Fig. 1: run 1, supply network
The bar under the picture is 20 um long. Pins as bars on the die edge. Tap cells in grey.
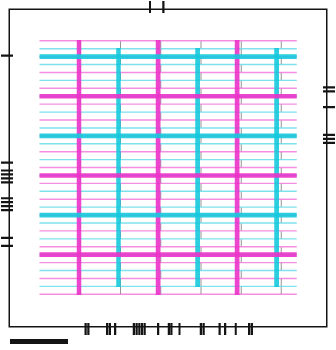
Fig. 2: run 1, placed cells, one colour a class
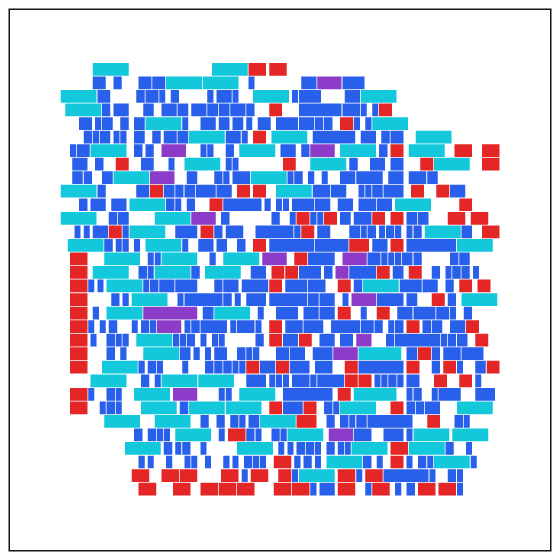
Fig. 3: run 1, clock network drawn from the DEF
The bar under the picture is 20 um long.
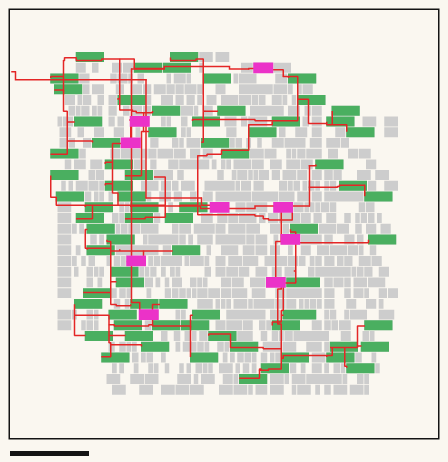
Design buzzer_morse_seq, sky130hd; sources not shown.
==> flow_summary.toml, run 1 <==
# implementation run metrics
[worst_setup_path]
worstSetupPathType = "register to register"
cp_common_cell = "sky130_fd_sc_hd__or3_4"
cp.required_ns = 2.96
worst_ep_arrival_time_ns = 3.22
ordered_list_of_cells_on_the_worst_path = "clkinvlp_4 > ha_4 > buf_6 > or3_4 > a21oi_2 > or3_4 > nand2_4 > o31a_1 > ha_2 > o211a_1 > a41o_1 > a311oi_2 > o21bai_1"
worst_setup_path_start_kind = "register"
cp_top_family = "AND-OR/OR-AND gates"

[min_path]
worst_hold_path_type = "register to register"

[grt]
grt_pass1_wl_mm = 18.2

[synthesis]
yosys-stat-area_um2 = 4070
ys_ff = 74
synth-edff-count = 0
yosysTopAreaCell = "sky130_fd_sc_hd__dfxtp_1"
multiplexer_share_of_the_synthesized_area = 0.0184
netlist.area_leader.share = 0.364

[detailed_routing]
drt.antenna.violating_nets = 0
via_count = 4099
per_cell_routed_wire_length_um = 15.9
drt_first_iter_violations = 247
drt_pass1_iterations = 4
detail_route.drc_violations = 0

[run_status]
failing_checks = "setup timing"
status = "finished, violations left"

[final_timing]
worst_slew_pin_slew_ns = 0.583
finalWorstPathRequiredPeriod_ns = 2.98
final-setup-viol-count = 9
layout_setup_ws_ns = -0.258

[cts]
htreeDepth = 3
cts_root_buffer = "sky130_fd_sc_hd__clkbuf_8"

[finish]
final_design_area_no_fill_um2 = 5420
post_route_cells_drive_above_1_share = 0.227
max_reg_flops = 32
nets = 653
layout.cells.most_common_list = "sky130_fd_sc_hd__nand2_1, sky130_fd_sc_hd__dfxtp_1, sky130_fd_sc_hd__a21oi_1"

[power]
combinationalPowerShare = 0.141

[floorplanning]
floorplan.core_util = 0.530
About Fig. 1:
cyan -> VDD
magenta -> VSS
met4 straps = 6
met5 straps = 6
met1 rails = 33
tap cells = 102
rows = 32
Floorplan Core Area: 7690 um2
horizontal die size: 108 um
die y size: 108 um

About Fig. 2:
blue -> all other logic  # cells 416, share of their area 51%
purple -> clock drivers and dummy loads  # cells 15, share of their area 4.0%
red -> other buffers and delay cells  # cells 102, share of their area 17%
cyan -> flip-flops  # cells 74, share of their area 28%
end-of-flow core utilization: 0.705
total number of placement rows: 32

About Fig. 3:
red -> clock wires  # length 979 um
magenta -> cells driving clock nets  # count 9
green -> flip-flops  # count 74
routed clock nets = 10
worst clock skew on the final layout: 0.0147 ns
insertion delay to the later sink of the worst-skew pair: 0.35 ns
P_clk: 0.919 mW
power share of the clock group: 0.384

==> run 1: per-stage QoR <==
step                hold slack (ns)  std cells   util  setup WS [ns]
floorplan                     0.431        522      -       0.000802
global placement              0.443        681  0.631         -0.186
detailed placement            0.450        681  0.631         -0.269
CTS                           0.461        701  0.679         -0.121
global route                  0.480        709  0.705         -0.413
finish                        0.463        709  0.705         -0.258
==> run 1: layer usage <==
metal,GRT usage,part of all wire
met5,0,0
met4,0.0876,0.015
met3,0.0327,0.059
met2,0.307,0.49
met1,0.239,0.44
==> run 1: layout make-up <==
class / count / share of cell area
multi-input cells: 392 / 0.484
flip-flops and latches: 74 / 0.275
repair buffers: 102 / 0.161
clock buffers: 12 / 0.0305
well taps: 102 / 0.0235
inverters: 24 / 0.0173
clock inverters: 3 / 0.00854
==> run 1: what timing repair did <==
action	4_1_cts	5_1_grt
pin swaps	12	23
buffers inserted	5	8
endpoints found under the setup margin	10	14
cloned	0	0
resized	23	32
endpoints found under the hold margin	0	0
==> run 1: worst register-to-register path: cells and delay by family (launching register included) <==
family / cells / cell delay (ns)
adder cells (fa/ha/maj): 2 / 0.41
AND/OR/NAND/NOR: 3 / 0.56
flip-flops: 1 / 0.40
AND-OR/OR-AND: 6 / 1.23
buffers and inverters: 2 / 0.28
==> run 1: power groups by stage <==
| stage | combinational (mW) | sequential [mW] | clock, mW |
|---|---|---|---|
| 2_1_floorplan | 0.170 | 1.16 | 0 |
| 3_3_place_gp | 0.282 | 1.16 | 0 |
| 3_5_place_dp | 0.287 | 1.16 | 0 |
| 4_1_cts | 0.304 | 1.14 | 0.930 |
| 5_1_grt | 0.371 | 1.14 | 0.976 |
| 6_report | 0.338 | 1.14 | 0.919 |
==> run 1 -> run 2 <==
--- a/config.mk
+++ b/config.mk
@@ -6,7 +6,7 @@
 export NUM_CORES = 1
 export LEC_CHECK = 0
 export CAP_MARGIN = 5
-export CORE_MARGIN = 10
+export CORE_MARGIN = 2
 export CORE_UTILIZATION = 52
 export CTS_CLUSTER_DIAMETER = 80
 export DETAILED_ROUTE_END_ITERATION = 12
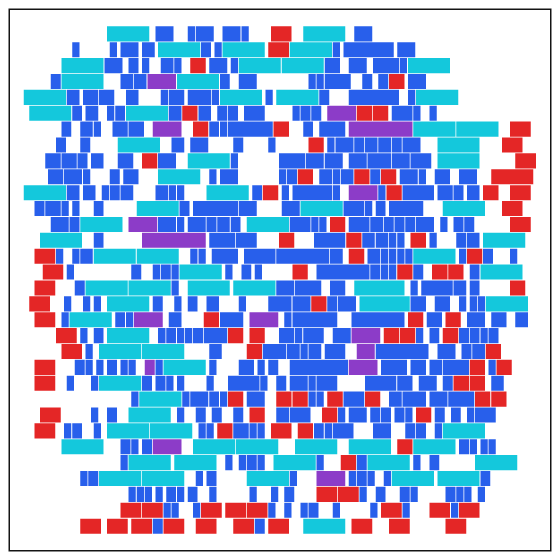
Fig. 4. Placed cells, one colour a class (run 2).
purple -> clock drivers and dummy loads  # cells 15, share of their area 4.4%
blue -> all other logic  # cells 416, share of their area 51%
cyan -> flip-flops  # cells 74, share of their area 29%
red -> other buffers and delay cells  # cells 96, share of their area 16%
Floorplan Core Area: 7650 um2
end-of-flow core utilization: 0.692
final instance area: 5290 um2
sequential fraction of total cell area: 0.281

==> run 2 against run 1 <==
Compared with the run above: power grew 1.7%; largest power group unchanged; setup slack improved by 0.013 ns; largest cell class unchanged; combinational power is 6.5% lower; critical endpoint is now Buzz_En_Sig$_SDFF_PP0_; first-iteration DRC count down 8.1%; highest routed layer unchanged; die size decreased by 27%; synthesized cell count unchanged; fmax grew 0.45%; critical path depth grew 1; sequential power about the same; sequential share of layout area increased by 0.66 points; the flow still finishes with violations (setup timing).
==> flow_summary.toml, run 2 <==
# implementation run metrics
[detailed_routing]
drt.antenna.violating_nets = 0
drt_pass1_iterations = 5
via_count = 3974
detail_route.drc_violations = 0
drt_first_iter_violations = 227

[synthesis]
yosysTopAreaCell = "sky130_fd_sc_hd__dfxtp_1"
multiplexer_share_of_the_synthesized_area = 0.0184
yosys-stat-area_um2 = 4070

[finish]
nets = 647
max_reg_flops = 32
layout.cells.most_common_list = "sky130_fd_sc_hd__nand2_1, sky130_fd_sc_hd__dfxtp_1, sky130_fd_sc_hd__a21oi_1"

[power]
dominant_power_group = "registers"
pwr.group.combinational_mw = 0.316

[final_timing]
final-setup-viol-count = 10
finalWorstPathRequiredPeriod_ns = 2.96
layout_setup_ws_ns = -0.245

[min_path]
worst_hold_path_type = "register to register"

[run_status]
status = "finished, violations left"
failing_checks = "setup timing"

[grt]
grt_most_used_layer = "met2"
met3_usage = 0.0399
global_route.usage.met1 = 0.328
gr-usage-met2 = 0.400

[place]
place.detailed.instances = 681

[cts]
clk-insertion-delay-late_ns = 0.36

[worst_setup_path]
worstSetupPathType = "register to register"
[run 2: cell type report]
cell class | instances | area, um2
clock buffer | 11 | 151
clock inverter | 4 | 73.8
fill | 624 | 2350
inverter | 24 | 90.1
multi-input combinational | 392 | 2530
sequential | 74 | 1490
tap | 102 | 128
timing repair buffer | 96 | 833
[run 2: what timing repair did]
item | CTS | global route
pin swaps | 2 | 11
endpoints found under the setup margin | 11 | 13
setup buffers | 5 | 2
resized | 18 | 19
[run 2: per-stage QoR]
stage / TNS (ns) / worst slack (ns) / hold slack, ns
2_1_floorplan: 0 / 0.000802 / 0.431
3_3_place_gp: -1.14 / -0.181 / 0.445
3_5_place_dp: -1.87 / -0.245 / 0.451
4_1_cts: -1.17 / -0.213 / 0.461
5_1_grt: -2.69 / -0.361 / 0.480
6_report: -1.26 / -0.245 / 0.460
[run 2: worst max-delay path, stage by stage, from the launching register on]
cell	delay (ns)
sky130_fd_sc_hd__dfxtp_4	0.37
sky130_fd_sc_hd__ha_4	0.18
sky130_fd_sc_hd__and2b_2	0.27
sky130_fd_sc_hd__nand2_2	0.09
sky130_fd_sc_hd__mux2_4	0.33
sky130_fd_sc_hd__buf_4	0.15
sky130_fd_sc_hd__o32ai_4	0.28
sky130_fd_sc_hd__a31oi_4	0.05
sky130_fd_sc_hd__o31a_1	0.14
sky130_fd_sc_hd__ha_2	0.19
sky130_fd_sc_hd__o211a_1	0.12
sky130_fd_sc_hd__a41o_1	0.25
sky130_fd_sc_hd__buf_4	0.15
sky130_fd_sc_hd__a311oi_2	0.21
sky130_fd_sc_hd__o21a_1	0.14
[run 2: metal layers]
layer,part of all wire,up-vias,wire [um]
li1,-,1971,-
met1,0.46,1866,4680
met2,0.47,111,4860
met3,0.048,26,494
met4,0.024,0,248
met5,0,-,0
Power figures rest on the tool's default switching activity, not on a simulated workload.
